===== src/rtl/alu_arbiter.sv =====
// alu_arbiter: shares one combinational ALU among NREQ requesters.
//
// Requesters present op/a/b with req_valid and are granted round-robin.
// The granted operation is latched, executed on the shared ALU, and its
// registered result is returned on a single response port tagged with
// the requester index. At most one operation is in flight.
//
// Ports:
//   clk, rst_n          clock, asynchronous active-low reset
//   req_valid[NREQ]     per-requester request valid
//   req_ready[NREQ]     per-requester accept (one-hot or zero)
//   req_op[3*NREQ]      packed opcodes, requester i at [3i+2:3i]
//   req_a/req_b         packed 32-bit operands, requester i at [32i+31:32i]
//   rsp_valid/ready     response handshake
//   rsp_id              index of the requester that issued the operation
//   rsp_y, rsp_flags    registered ALU result and {z,n,c,v}
//   rsp_err             opcode was 110 or 111

// Combinational 32-bit ALU. For SUB the carry is the carry-out of
// a + ~b + 1, so c=1 means "no borrow". Illegal opcodes give y=0,
// which naturally yields flags 4'b1000.
module alu (
    input  logic [2:0]  op,
    input  logic [31:0] a,
    input  logic [31:0] b,
    output logic [31:0] y,
    output logic [3:0]  flags
);
    logic [32:0] sum;
    logic        c;
    logic        v;

    always_comb begin
        sum = '0;
        y   = '0;
        c   = 1'b0;
        v   = 1'b0;
        case (op)
            3'b000: begin
                sum = {1'b0, a} + {1'b0, b};
                y   = sum[31:0];
                c   = sum[32];
                v   = (a[31] == b[31]) && (sum[31] != a[31]);
            end
            3'b001: begin
                sum = {1'b0, a} + {1'b0, ~b} + 33'd1;
                y   = sum[31:0];
                c   = sum[32];
                v   = (a[31] != b[31]) && (sum[31] != a[31]);
            end
            3'b010:  y = a & b;
            3'b011:  y = a | b;
            3'b100:  y = a ^ b;
            3'b101:  y = {31'd0, ($signed(a) < $signed(b))};
            default: y = '0;
        endcase
        flags = {(y == 32'd0), y[31], c, v};
    end
endmodule

module alu_arbiter #(
    parameter int NREQ = 4,
    parameter int IDW  = $clog2(NREQ)
) (
    input  logic                 clk,
    input  logic                 rst_n,
    input  logic [NREQ-1:0]      req_valid,
    output logic [NREQ-1:0]      req_ready,
    input  logic [3*NREQ-1:0]    req_op,
    input  logic [32*NREQ-1:0]   req_a,
    input  logic [32*NREQ-1:0]   req_b,
    output logic                 rsp_valid,
    input  logic                 rsp_ready,
    output logic [IDW-1:0]       rsp_id,
    output logic [31:0]          rsp_y,
    output logic [3:0]           rsp_flags,
    output logic                 rsp_err
);
    typedef enum logic [1:0] {
        IDLE = 2'd0,
        EXEC = 2'd1,
        RESP = 2'd2
    } state_t;

    state_t         state;
    state_t         next_state;

    logic [IDW-1:0] last;
    logic [IDW-1:0] grant_id;
    logic           any_valid;
    logic           grant;

    logic [2:0]     sel_op;
    logic [31:0]    sel_a;
    logic [31:0]    sel_b;

    logic [2:0]     op_q;
    logic [31:0]    a_q;
    logic [31:0]    b_q;
    logic [IDW-1:0] id_q;

    logic [31:0]    alu_y;
    logic [3:0]     alu_flags;

    // Round-robin pick: the first set valid bit scanning upward from
    // last+1 with wrap-around. The outer loop walks priority order, the
    // inner loop matches that position without variable bit-selects.
    always_comb begin
        any_valid = 1'b0;
        grant_id  = '0;
        for (int i = 0; i < NREQ; i++) begin
            for (int j = 0; j < NREQ; j++) begin
                if (!any_valid && req_valid[j] && (j == (int'(last) + 1 + i) % NREQ)) begin
                    any_valid = 1'b1;
                    grant_id  = IDW'(j);
                end
            end
        end
    end

    // Operand mux for the winning requester.
    always_comb begin
        sel_op = '0;
        sel_a  = '0;
        sel_b  = '0;
        for (int j = 0; j < NREQ; j++) begin
            if (grant_id == IDW'(j)) begin
                sel_op = req_op[3*j +: 3];
                sel_a  = req_a[32*j +: 32];
                sel_b  = req_b[32*j +: 32];
            end
        end
    end

    always_ff @(posedge clk or negedge rst_n) begin
        if (!rst_n) begin
            state <= IDLE;
        end else begin
            state <= next_state;
        end
    end

    // rst_n gates the grant so req_ready reads 0 for the whole reset
    // interval even while requesters keep req_valid high.
    always_comb begin
        next_state = state;
        grant      = 1'b0;
        req_ready  = '0;
        case (state)
            IDLE: begin
                if (any_valid && rst_n) begin
                    grant      = 1'b1;
                    next_state = EXEC;
                    for (int j = 0; j < NREQ; j++) begin
                        if (grant_id == IDW'(j)) begin
                            req_ready[j] = 1'b1;
                        end
                    end
                end
            end
            EXEC: next_state = RESP;
            RESP: begin
                if (rsp_ready) begin
                    next_state = IDLE;
                end
            end
            default: next_state = IDLE;
        endcase
    end

    alu u_alu (
        .op    (op_q),
        .a     (a_q),
        .b     (b_q),
        .y     (alu_y),
        .flags (alu_flags)
    );

    // Operand latch, round-robin pointer and registered response.
    always_ff @(posedge clk or negedge rst_n) begin
        if (!rst_n) begin
            op_q      <= '0;
            a_q       <= '0;
            b_q       <= '0;
            id_q      <= '0;
            last      <= IDW'(NREQ - 1);
            rsp_valid <= 1'b0;
            rsp_id    <= '0;
            rsp_y     <= '0;
            rsp_flags <= '0;
            rsp_err   <= 1'b0;
        end else begin
            if (grant) begin
                op_q <= sel_op;
                a_q  <= sel_a;
                b_q  <= sel_b;
                id_q <= grant_id;
                last <= grant_id;
            end
            if (state == EXEC) begin
                rsp_valid <= 1'b1;
                rsp_id    <= id_q;
                rsp_y     <= alu_y;
                rsp_flags <= alu_flags;
                rsp_err   <= (op_q == 3'b110) || (op_q == 3'b111);
            end else if (state == RESP && rsp_ready) begin
                rsp_valid <= 1'b0;
            end
        end
    end
endmodule


===== config.mk =====
export PLATFORM = sky130hd
export DESIGN_NAME = alu_arbiter
export DESIGN_NICKNAME = d
export VERILOG_FILES = /design/src/rtl/alu_arbiter.sv
export SDC_FILE = /design/constraint.sdc
export NUM_CORES = 1
export LEC_CHECK = 0
export ABC_CLOCK_PERIOD_IN_PS = 7150
export CAP_MARGIN = 15
export CORE_MARGIN = 5
export CORE_UTILIZATION = 54
export DETAILED_ROUTE_END_ITERATION = 12
export PLACE_DENSITY = 0.95
export SLEW_MARGIN = 20
export SYNTH_ARGS = -nofsm -noshare
export SYNTH_HDL_FRONTEND = slang
export SYNTH_SLANG_ARGS = --single-unit
export TNS_END_PERCENT = 30

===== constraint.sdc =====
create_clock -name clk -period 7.15 [get_ports clk]
set_clock_uncertainty 0.05 [all_clocks]
set_input_delay 1.43 -clock clk [delete_from_list [all_inputs] [get_ports clk]]
set_output_delay 1.43 -clock clk [all_outputs]
set_load 0.02 [all_outputs]

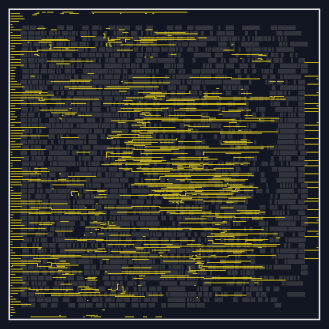
Figure 1: metal 3.
(2 px per um)
nets with wire on the layer	415
longest straight run	71.3 um
main direction	horizontal
wire length on this layer	5840 um
share of all routed wire	13%
total wire length: 46.4 mm
GRT met3 Usage: 0.0866
vias: 13400

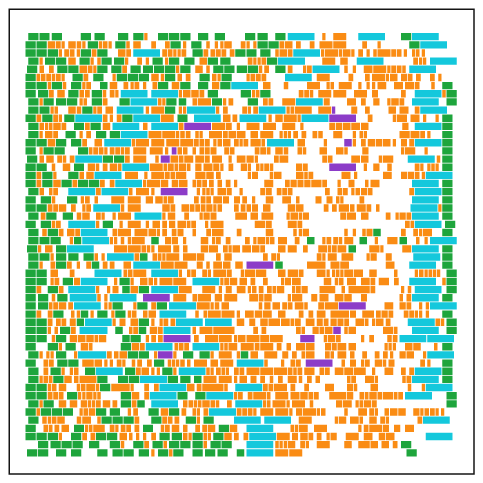
Figure 2: cells coloured by class.
(3 px per um)
colour	class	cells	share of their area
purple	clock drivers and dummy loads	16	2.0%
cyan	registers	112	19%
orange	remaining logic cells	1344	56%
green	remaining buffers and delay cells	339	23%

## metal layers
metal	share of wire	up-vias	track usage	routed length, um
met2	0.44	932	0.576	20500
met4	0.045	4	0.148	2110
li1	-	6107	-	-
met5	0.00093	-	0.0124	43
met1	0.39	6190	0.502	18000
met3	0.13	141	0.0866	5840
## worst register-to-register path, stage by stage, from the launching register on
cell	delay, ns
dfrtp_1	0.42
inv_1	0.12
ha_1	0.58
inv_1	0.18
a2111oi_2	0.44
o211ai_1	0.26
o211a_4	0.34
a21oi_2	0.31
o21bai_1	0.13
nand3_1	0.09
nor4b_1	0.67
nand4_1	0.15
nor4_1	0.34
a32o_1	0.22
## cells in the mapped netlist, drive strengths merged (4+ instances only)
| cell type | count |
|---|---|
| nor4 | 11 |
| or3 | 6 |
| and2 | 6 |
| xnor2 | 8 |
| o22ai | 5 |
| nor3 | 30 |
| o221ai | 6 |
| a221oi | 7 |
| o21bai | 6 |
| clkbuf | 96 |
| a211o | 10 |
| a2111oi | 5 |
| o21a | 8 |
| o21ai | 143 |
| a31oi | 14 |
| o311ai | 6 |
| or2 | 9 |
| o31ai | 11 |
| nand4 | 5 |
| o211ai | 25 |
| nor2b | 14 |
| a21o | 15 |
| and3 | 6 |
| a21boi | 4 |
| o31a | 7 |
| a21oi | 228 |
| a22oi | 4 |
| nand2b | 15 |
| nand2 | 185 |
| nor2 | 164 |
| dfrtp | 110 |
| mux2i | 8 |
| nor3b | 5 |
| o2111ai | 7 |
| ha | 96 |
| buf | 17 |
| nand3 | 29 |
| a211oi | 86 |
| inv | 99 |
## registers in the layout, summed over array words and instances (netlist names), 2 cells and up
register   cells
rsp_id         2
rsp_flags      4
rsp_y         31
op_q           3
state          2
b_q           32
a_q           32
id_q           2
last           2
## final timing paths
kind                              start      endpoint  slack, ns  cells after the start
setup / recovery           req_valid[2]  req_ready[2]       1.61                      8
hold / removal                rsp_y[23]     rsp_y[23]       0.42                      2
setup reg to reg                a_q[14]  rsp_flags[3]       2.79                     13
hold reg to reg               rsp_y[23]     rsp_y[23]       0.42                      2
max in group asynchronous         rst_n       op_q[0]       4.69                      2
min in group asynchronous         rst_n        b_q[5]       1.03                      1
## per-stage QoR
step                cell area [sq um]  instances  worst slack (ns)  hold WS (ns)  total power [uW]
finish                          14800       2085              1.61         0.425              7940
global route                    14800       2085              1.42         0.450              8470
CTS                             14800       2081              1.64         0.431              7720
detailed placement              14500       2065              1.66         0.414              7190
global placement                14500       2065              1.67         0.400              7100
floorplan                       11300       1569              2.91         0.389              5350
## kinds of logic after synthesis
group,Yosys count,synth area share
buffers and inverters,212,0.0728
DFF,112,0.249
xor gates and xnor gates,11,0.00856
muxes,10,0.00911
AOI/OAI and AO/OA,629,0.354
and+or+nand+nor,497,0.197
adders and majority gates,98,0.110
## layout make-up
cell class                      instances  area, sq um  share of cell area
Clock buffer                           12          256              0.0173
Inverter                               99          372              0.0251
Clock inverter                          4         28.8             0.00194
Antenna cell                            4         10.0            0.000675
Tap cell                              270          338              0.0228
Timing Repair Buffer                  339         3340               0.225
Multi-Input combinational cell       1245         7680               0.518
Sequential cell                       112         2810               0.189
==> results.py <==
# Physical implementation metrics
metrics = {
    "grt": {
        "grt_overflow": 0,
        "grt_max_degree": 93,
        "antenna_found_initial": 5,
        "grt_pass1_vias": 12600,
        "grt_pass1_wl_mm": 70.5,
    },
    "finish": {
        "area_growth_pct": 31.7,
        "layout-drive-gt1-share": 0.0436,
        "finish.utilization": 0.728,
        "nNetsFinal": 2179,
    },
    "min_path": {
        "hold_class": "reg2reg",
    },
    "floorplan": {
        "rows": 52,
        "ios": 319,
        "coreArea_sq_mm": 0.0204,
        "die_x_um": 154,
        "chip_area_sq_mm": 0.0238,
        "fp_util": 0.553,
        "die_h_um": 154,
    },
    "power": {
        "power.density_mw_per_mm2": 536,
        "powerSeq_uw": 1180,
        "p_comb_uw": 6260,
        "intPower_uw": 3400,
        "pwr-share-clk": 0.064,
        "p_leak_uw": 0.00615,
        "pwr-share-comb": 0.788,
        "pwr-share-seq": 0.148,
        "power_clock_uw": 508,
        "switching_share": 0.572,
    },
    "clock_tree": {
        "path_clk_slew_ns": 0.07,
        "post_cts_buffers": 0,
        "cts.repair.resized": 0,
        "cts-root-buf": "clkbuf_16",
        "cts_tree": "yes",
        "postCtsHoldBufs": 0,
        "htreeDepth": 3,
        "clk_latency_ns": 0.37,
        "numCtsBuffers": 9,
    },
    "final_timing": {
        "finalSetupViolCount": 0,
        "drv_slew": 0,
        "max_slew.worst_pin.slew_ns": 1.13,
        "post-route-period-util": 0.774,
        "timing.fmax_mhz": 181,
        "fin_crit_ns": 5.54,
    },
    "worst_setup_path": {
        "critical-path-max-stage-delay_ns": 0.69,
        "cp-start-kind": "input port",
        "worst-path-buf-inv": 3,
        "crit_required_ns": 5.67,
        "crit_chain": "clkdlybuf4s50_1 > nor2_1 > nand2_1 > nand3_4 > inv_1 > nand2_1 > nor2_1 > clkdlybuf4s50_1",
        "end_kind": "primary output",
        "crit_path_top_delay_cell": "clkdlybuf4s50_1",
    },
    "run": {
        "drv_cap": 0,
        "tool_warnings": 90,
    },
    "synthesis": {
        "avgSynthCellArea_sq_um": 7.18,
        "ys_top_cells_by_area": "dfrtp_1 (24%), ha_1 (11%), a21oi_1 (10%)",
        "postSynthSeqShare": 0.249,
        "syn_nets": 1942,
        "yosys.area.top_type": "dfrtp_1",
        "synth-edff-count": 0,
        "ys_area_sq_mm": 0.0113,
        "ys_warn_count": 0,
        "mappedNetlistArea_sq_mm": 0.0113,
        "ys_types": 86,
        "top_area_frac": 0.244,
        "syn_inst": 1569,
    },
    "drt": {
        "drtIter0Drc": 1592,
        "drc": 0,
        "wl_per_cell_um": 22.3,
        "first_pass_iters": 8,
    },
    "place": {
        "hpwlAfterDp_mm": 36.5,
        "place_congestion": 1.04,
    },
    "outcome": {
        "status": "completed",
    },
}
Power is estimated from default activity; no workload was simulated.
